[src/rtl/moore_seq_detector_p.sv]
// Programmable Moore serial sequence detector.
// Pattern and overlap mode are reloadable at run time. Next-state logic is a
// KMP-style failure-function table that is rebuilt combinationally from the
// live pattern register. The block also keeps a saturating count of matches.
module moore_seq_detector_p #(
  parameter int             N        = 4,
  parameter logic [N-1:0]   PATTERN  = 4'b1101,
  parameter bit             OVERLAP0 = 1'b1,
  parameter int             CNT_W    = 8,
  localparam int            SW       = $clog2(N+1)
) (
  input  logic             clk,
  input  logic             rst_n,
  input  logic             en,
  input  logic             x,
  input  logic             cfg_we,
  input  logic [N-1:0]     cfg_pattern,
  input  logic             cfg_overlap,
  input  logic             clr_count,
  output logic             match,
  output logic [SW-1:0]    state,
  output logic [CNT_W-1:0] match_count
);

  localparam logic [SW-1:0] ST_FULL = SW'(N);

  logic [N-1:0]     pat_q;
  logic             ovl_q;
  logic [SW-1:0]    state_q, state_nxt, base;
  logic             match_q, match_nxt;
  logic [CNT_W-1:0] cnt_q, cnt_nxt;
  logic             adv;
  logic [SW-1:0]    nxt0 [0:N];
  logic [SW-1:0]    nxt1 [0:N];

  // Longest pattern prefix that is a suffix of (prefix_k, xb).
  // The bit at position i of prefix_k is p[N-1-i], so the sequence being
  // tested is built entirely from the pattern itself plus the new bit.
  function automatic logic [SW-1:0] kmp_next(input logic [N-1:0] p,
                                             input int k, input logic xb);
    logic [SW-1:0] r;
    logic          ok;
    r = '0;
    for (int j = 1; j <= N; j++) begin
      if (j <= k + 1) begin
        ok = (p[N-j] == xb);
        for (int m = 0; m < N - 1; m++)
          if (m < j - 1)
            if (p[N-1-m] != p[N-1-(k+1-j+m)]) ok = 1'b0;
        if (ok) r = SW'(j);
      end
    end
    return r;
  endfunction

  // Transition table for every state and both input values, built from the live pattern.
  always_comb begin
    for (int k = 0; k <= N; k++) begin
      nxt0[k] = kmp_next(pat_q, k, 1'b0);
      nxt1[k] = kmp_next(pat_q, k, 1'b1);
    end
  end

  // Next state. cfg_we wins over en. Illegal encodings fall back to 0.
  // When overlap is off, a full match restarts from the empty prefix.
  always_comb begin
    base      = (state_q == ST_FULL && !ovl_q) ? '0 : state_q;
    adv       = 1'b0;
    state_nxt = state_q;
    if (state_q > ST_FULL) begin
      state_nxt = '0;
    end else if (cfg_we) begin
      state_nxt = '0;
    end else if (en) begin
      adv       = 1'b1;
      state_nxt = x ? nxt1[base] : nxt0[base];
    end
  end

  // Outputs for the next cycle. match follows state==N. The count bumps on
  // every consumed bit that lands in N, saturates, and is overridden by clear.
  always_comb begin
    match_nxt = (state_nxt == ST_FULL);
    cnt_nxt   = cnt_q;
    if (clr_count)
      cnt_nxt = '0;
    else if (adv && state_nxt == ST_FULL && cnt_q != '1)
      cnt_nxt = cnt_q + CNT_W'(1);
  end

  // State, output and configuration registers.
  always_ff @(posedge clk or negedge rst_n) begin
    if (!rst_n) begin
      state_q <= '0;
      match_q <= 1'b0;
      cnt_q   <= '0;
      pat_q   <= PATTERN;
      ovl_q   <= OVERLAP0;
    end else begin
      state_q <= state_nxt;
      match_q <= match_nxt;
      cnt_q   <= cnt_nxt;
      if (cfg_we) begin
        pat_q <= cfg_pattern;
        ovl_q <= cfg_overlap;
      end
    end
  end

  assign match       = match_q;
  assign state       = state_q;
  assign match_count = cnt_q;

endmodule

[config.mk]
export PLATFORM = sky130hd
export DESIGN_NAME = moore_seq_detector_p
export DESIGN_NICKNAME = d
export VERILOG_FILES = /design/src/rtl/moore_seq_detector_p.sv
export SDC_FILE = /design/constraint.sdc
export NUM_CORES = 1
export LEC_CHECK = 0
export CELL_PAD_IN_SITES_DETAIL_PLACEMENT = 0
export CELL_PAD_IN_SITES_GLOBAL_PLACEMENT = 2
export CORE_MARGIN = 2
export CORE_UTILIZATION = 30
export DETAILED_ROUTE_END_ITERATION = 12
export PLACE_DENSITY = 0.81
export REMOVE_ABC_BUFFERS = 1
export SLEW_MARGIN = 25
export SYNTH_ARGS = -nofsm -noshare
export SYNTH_HDL_FRONTEND = slang
export SYNTH_SLANG_ARGS = --single-unit
[constraint.sdc]
create_clock -name clk -period 8.2 [get_ports clk]
set_input_delay 1.23 -clock clk [delete_from_list [all_inputs] [get_ports clk]]
set_output_delay 1.23 -clock clk [all_outputs]
set_load 0.02 [all_outputs]
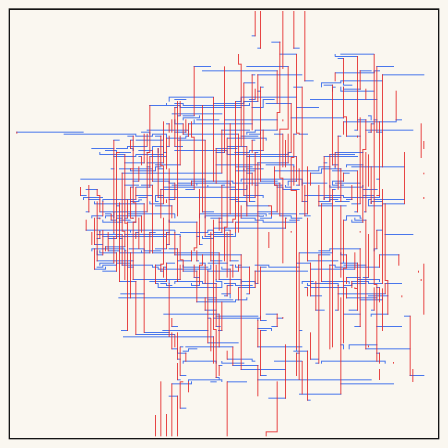
*Signal wires by layer, run 1*
Only two layers are drawn.
red -> metal 2  # wire length 1820 microns
blue -> metal 1  # wire length 1560 microns
routed wire length: 3550 microns
total number of vias: 1267
Tot GR Track Use: 0.152
post-DR wirelength/cell: 15.4 microns

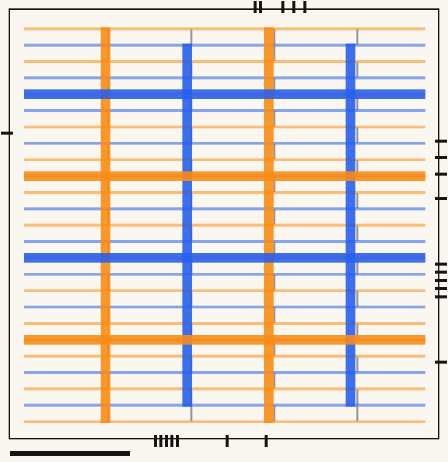
*Power grid, run 1*
Bar = 20 microns. Pins as bars on the die edge. Tap cells in gray.
blue -> VDD
orange -> VSS
signal pins = 23
rows = 24
Die Span Y: 71.1 microns
core area: 0.00435 sq mm
worst vdd ir: 0.0476 mV
Die W: 71.1 microns

==> job_summary.md, run 1 <==
### Yosys + OpenROAD results

| Metric | Value |
|---|---|
| Worst setup SP type | `primary input` |
| FFs w/ async S/R, synth | `1.00` |
| Die Footprint | `0.00506 sq mm` |
| CP Depth | `7` |
| Antenna violations before repair | `0` |
| Buffers outside the clock class | `22` |
| Crit path kind | `in2reg` |
| Pwr Density | `134 mW/mm^2` |
| Buffering overhead | `0.134` |
| Adder share | `0.0833` |
| Setup TNS | `0 ns` |
| Largest Pwr Group | `registers` |
| Nets | `200` |
| # clk buffers | `4` |
| Hold_ws | `0.589 ns` |
| Share of layout cells above drive strength 1 | `0.106` |
| Worst Path Arrival | `3.09 ns` |
| Hold Crit Start | `match_count[1]$_DFFE_PN0P_` |
| Dpl cells | `227` |
| Final antenna-violating net count | `0` |
| P_seq | `0.000102 W` |
| Post-CTS setup buffer count | `0` |
| Top cells by area | `dfrtp_1, ha_1, dfstp_2` |
| Max reg flops | `8` |
| Gate Area | `845 sq um` |
| Top cell category | `combinational gates` |
| Hold Vio Cnt, Final | `0` |
| Final non-filler cell total | `231` |
| Clock buf/inv share | `0.0275` |
| Status | `finished, final reports clean` |
| Logic inverters | `9` |
| Metal2 WL | `1820 microns` |
| Cell chain of the critical path | `clkdlybuf4s50_1 > and3_2 > nand4_2 > a31o_4 > a21oi_2 > nand4_1 > mux2_1` |
| Worst path slowest cell | `clkdlybuf4s50_1` |
| Hold Buf Count CTS | `0` |
| Final period utilization | `0.359` |
| Logic power comb | `0.0000522 W` |
| CTS tree | `built` |
| CP peak stage delay | `0.55 ns` |
| Cells in synth_stat.txt | `162` |
| Routed wl met3 | `67 microns` |
| Final Slew Violations | `0` |
| CP required | `8.34 ns` |
| Hold Path Cell Cnt | `2` |
| Worst Skew | `0.00607 ns` |
| P_sw | `0.0000723 W` |
| Ys flops | `17` |
| Commonest flop | `dfrtp_1` |
| Hold/Removal Path Class | `reg2reg` |
| Worst R2R Setup Slack | `5.34 ns` |
| CP delay by family, top | `buffers and inverters` |
| Logic Gate Count | `127` |
| Hold endpoint | `match_count[1]$_DFFE_PN0P_` |
| Vias in the first global route | `1285` |
| Cell Area, Synth | `0.00135 sq mm` |
| Seq. cell area | `430 sq um` |
| P_clk | `0.0000650 W` |
| Register area share after synthesis | `0.319` |
| Combinational share of power | `0.238` |
| CTS Root Cell | `clkbuf_8` |
| # port buffers | `22` |
| Synth logic family | `AND-OR/OR-AND gates` |
| Power share of the clock group | `0.297` |
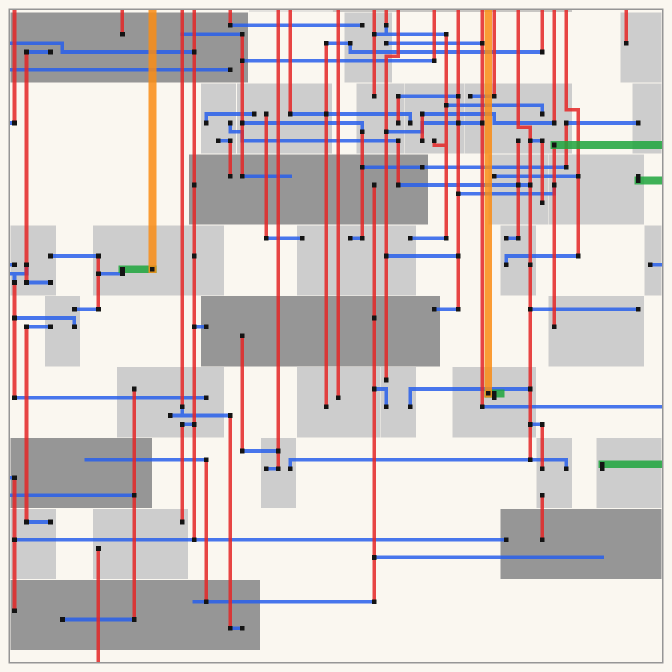
*Layout detail, run 1*
Window x 41 to 66, y 5 to 30 microns. Cells in gray, sequential cells in the stronger gray; small squares are vias.
orange -> metal 4
red -> metal 2
green -> metal 3
blue -> metal 1
most frequent = nor2_1 (5), clkdlybuf4s50_1 (4)
netlist names of flops here include = `match_count` (3), `pat_q` (2)
cells with their middle in the window = 28
sequential cells in the window = 6

==> run 2: changes to the inputs <==
--- a/config.mk
+++ b/config.mk
@@ -8,9 +8,9 @@
 export CELL_PAD_IN_SITES_DETAIL_PLACEMENT = 0
 export CELL_PAD_IN_SITES_GLOBAL_PLACEMENT = 2
 export CORE_MARGIN = 2
-export CORE_UTILIZATION = 30
+export CORE_UTILIZATION = 28
 export DETAILED_ROUTE_END_ITERATION = 12
-export PLACE_DENSITY = 0.81
+export PLACE_DENSITY = 0.79
 export REMOVE_ABC_BUFFERS = 1
 export SLEW_MARGIN = 25
 export SYNTH_ARGS = -nofsm -noshare
==> constraint.sdc (replaced) <==
create_clock -name clk -period 2.5 [get_ports clk]
set_input_delay 0.375 -clock clk [delete_from_list [all_inputs] [get_ports clk]]
set_output_delay 0.375 -clock clk [all_outputs]
set_load 0.02 [all_outputs]
==> job_summary.md, run 2 <==
### Yosys + OpenROAD results

| Metric | Value |
|---|---|
| CP required | `2.63 ns (-5.71 ns)` |
| Mux share | `0.0241` |
| Die Footprint | `0.00540 sq mm (+6.7%)` |
| Total number of vias | `1324 (+4.5%)` |
| Setup slack at placement | `0.191 ns` |
| Logic power comb | `0.000205 W (+290%)` |
| P_seq | `0.000317 W (+210%)` |
| CP Depth | `8 (+1)` |
| Multi-input gate share of total cell area | `0.494` |
| Post-synth EDFFs | `0` |
| Buffering overhead | `0.168 (+0.0340)` |
| Slew headroom | `0.456` |
| Average size of a mapped cell | `8.34 sq um` |
| Hold Vio Cnt, Final | `0 (unchanged)` |
| Cell chain of the critical path | `inv_1 > ha_1 > and2b_4 > nand4_2 > a31o_4 > a21oi_2 > nand4_1 > mux2_1` |
| Flop share of the area | `0.252` |
| Hold Buf Count CTS | `0 (unchanged)` |
| Largest Pwr Group | `registers` |
| Hold_ws | `0.590 ns (+0.00121 ns)` |
| Combinational share of power | `0.282 (+0.044)` |
| Hold/Removal Path Class | `in2async` |
| Max Cap Viol | `0` |
| Logic Gate Count | `127 (unchanged)` |
| Worst path slowest cell | `dfstp_2` |
| Logic inverters | `9 (unchanged)` |
| CP delay by family, top | `flip-flops` |
| Final non-filler cell total | `242 (+4.8%)` |
| Routed wire length | `3600 microns (+1.4%)` |
| Final period utilization | `0.928` |
| Die W | `73.5 microns (+3.3%)` |
| Final Slew Violations | `0 (unchanged)` |
| Clk_lat worst skew | `0.25 ns` |
| Number of antenna diodes | `0` |
| P_int | `0.000494 W` |
| Register area share after synthesis | `0.319 (unchanged)` |
| Top cell category | `combinational gates` |
| # port buffers | `22 (unchanged)` |
| Clock slew at reported path FFs | `0.07 ns` |
| Pwr Density | `426 mW/mm^2 (+220%)` |
| Post-CTS setup buffer count | `0 (unchanged)` |
| Core Util, Final | `0.364` |
| Antenna violations before repair | `0 (unchanged)` |
| Worst setup SP type | `register` |
| XOR Share, Synth | `0.0389` |
| Critical path startpoint | `pat_q[2]$_DFFE_PN1P_` |
| Cts repair resizes | `0` |
| Final HPWL DP | `2770 microns` |
| Max Clk Rate | `431 MHz` |
| Worst Skew | `0.00210 ns (-0.00396 ns)` |
| Synth logic family | `AND-OR/OR-AND gates` |
| Tool warnings | `31` |
| P_sw | `0.000233 W (+220%)` |
| Largest net degree at the start of global routing | `18` |
| Most frequent cells after synthesis | `o21ai_0, nor2_1, a21oi_1, nand2_1, dfrtp_1` |
| CTS tree | `built` |
| Cell area after layout | `0.00171 sq mm` |
| Final setup viols | `0` |
| P_clk | `0.000205 W (+220%)` |
| IO Count | `23` |
| Top-count cell post-synth | `o21ai_0` |
| Reg2Reg Depth | `8` |
| Vias in the first global route | `1301 (+1.2%)` |
| Worst R2R Setup Slack | `0.18 ns (-5.16 ns)` |
| Worst Path Arrival | `2.45 ns (-0.64 ns)` |
| Dpl cells | `238 (+4.8%)` |
| # Taps | `54` |
| Crit path capture | `match_count[6]$_DFFE_PN0P_` |
| Yosys Chip Area | `0.00135 sq mm` |
| Switching share of power | `0.321` |
| FFs w/ async S/R, synth | `1.00 (unchanged)` |
| R2r endpoint | `match_count[6]$_DFFE_PN0P_` |
| Dpl cell area | `0.00166 sq mm` |
| Core Util at FP | `0.288` |
| Crit-path max FO | `6` |
| Ys flops | `17 (unchanged)` |
| Setup TNS | `0 ns (unchanged)` |
| Top logic cells by instance count in the layout | `clkdlybuf4s50_1, o21ai_0, nor2_1, a21oi_1, nand2_1` |
| Post-DR wirelength/cell | `14.9 microns (-3.3%)` |
| Clock buf/inv share | `0.0264 (-0.00113)` |
| Nets | `209 (+4.5%)` |
| Final antenna-violating net count | `0 (unchanged)` |
| Synth-to-Final Area Change | `26.5%` |
| CTS Root Cell | `clkbuf_8` |
| Cell Area, Synth | `0.00135 sq mm (unchanged)` |
| GPL Wtd Cong | `0.811` |
| Router iterations before antenna repair | `4` |
| Distinct lib cells used | `44` |
| CTS H-tree lvls | `1` |
| Crit end category | `register` |
| Warnings, synthesis | `0` |
| RSZ-0062 raised after global routing | `no` |
| Num CTS Buffers | `3` |
| Syn Inst Count | `162` |
| DR top layer | `met4` |
| Buffers outside the clock class | `31 (+41%)` |
| Share of layout cells above drive strength 1 | `0.149 (+0.0428)` |
| First-pass GRT wire length | `6000 microns` |
| Adder share | `0.0833 (unchanged)` |
| Site Rows | `25` |
| Total power draw | `0.000728 W` |
| Power share of the clock group | `0.282 (-0.015)` |
| Basic Gates by Area | `0.202` |
| Top cells by area | `dfrtp_1, ha_1, dfstp_2` |
| Commonest Layout Cell | `clkdlybuf4s50_1` |
| Commonest flop | `dfrtp_1` |
| Reg2Reg Launch Point | `pat_q[2]$_DFFE_PN1P_` |
| CP peak stage delay | `0.53 ns (-0.02 ns)` |
| Post-synthesis compound-gate area fraction | `0.277` |
| CP Buf/Inv Count | `1` |
| Yosys top cell by area | `dfrtp_1` |
| Final global-route overflow total | `0` |
| DRC | `0` |
| Max reg flops | `8 (unchanged)` |
| Metal2 WL | `1850 microns (+1.4%)` |
| # clk buffers | `4 (unchanged)` |
| Clock buffer depth | `2` |
| Routed wl met3 | `112 microns (+67%)` |
| Post-synth top area share | `0.241` |
| Worst vdd ir | `0.150 mV (+220%)` |
| Leakage | `0.676 nW` |
| Seq. cell area | `430 sq um (unchanged)` |
| Vias per Instance | `5.47` |
| Flip-flops | `17` |
| Share of total power in sequential cells | `0.436` |
| Crit path kind | `reg2reg` |
| Gate Area | `845 sq um (unchanged)` |
| Cells in synth_stat.txt | `162 (unchanged)` |
| Status | `finished, final reports clean` |
| M1 wire length | `1620 microns` |
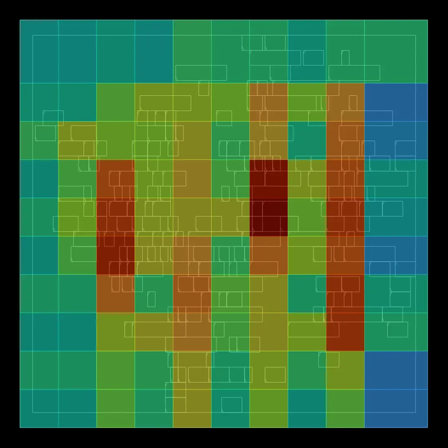
*Track usage over the die, run 2*
GRT Max-Usage Layer: met2
Tot GR Track Use: 0.141
met1 Use GR: 0.178
met3 usage: 0.0123
met2 Track Usage GR: 0.257

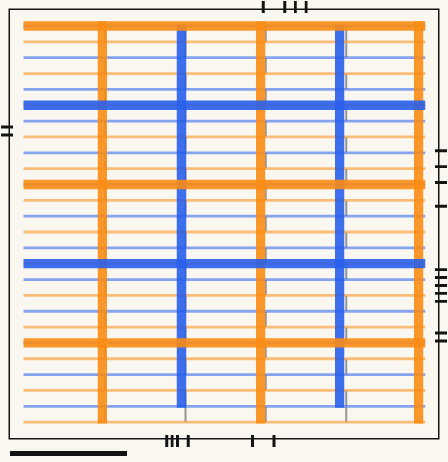
*Power grid, run 2*
Bar = 20 microns. Pins as bars on the die edge. Tap cells in gray.
orange -> VSS
blue -> VDD
met1 rails = 26
signal pins = 23
met4 straps = 5
rows = 25
core area: 0.00469 sq mm
Die Span Y: 73.5 microns

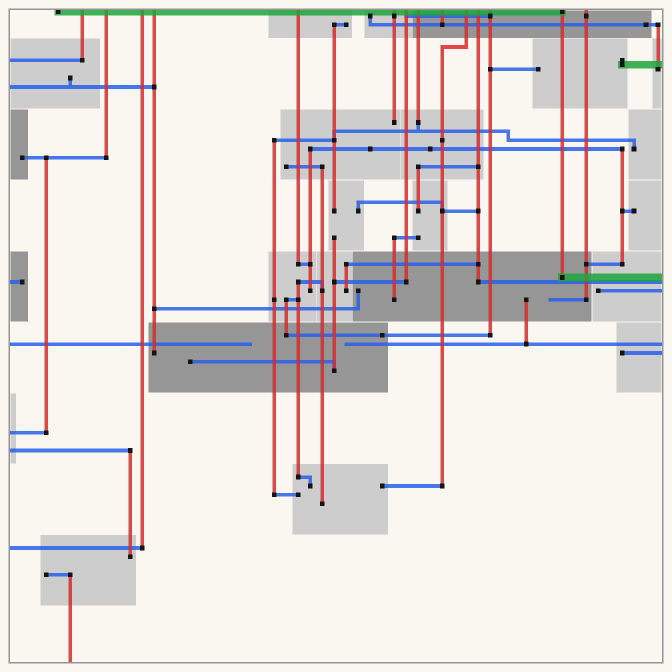
*Layout detail, run 2*
Window x 43 to 68, y 6 to 31 microns. Cells in gray, sequential cells in the stronger gray; small squares are vias.
green -> metal 3
red -> metal 2
blue -> metal 1
most frequent = nor2_1 (3), clkdlybuf4s50_1 (3), dfrtp_1 (2)
netlist names of flops here include = `match_count` (2)
cells with their middle in the window = 13
sequential cells in the window = 2

No activity file was given, so power comes from the tool's default toggle rates.
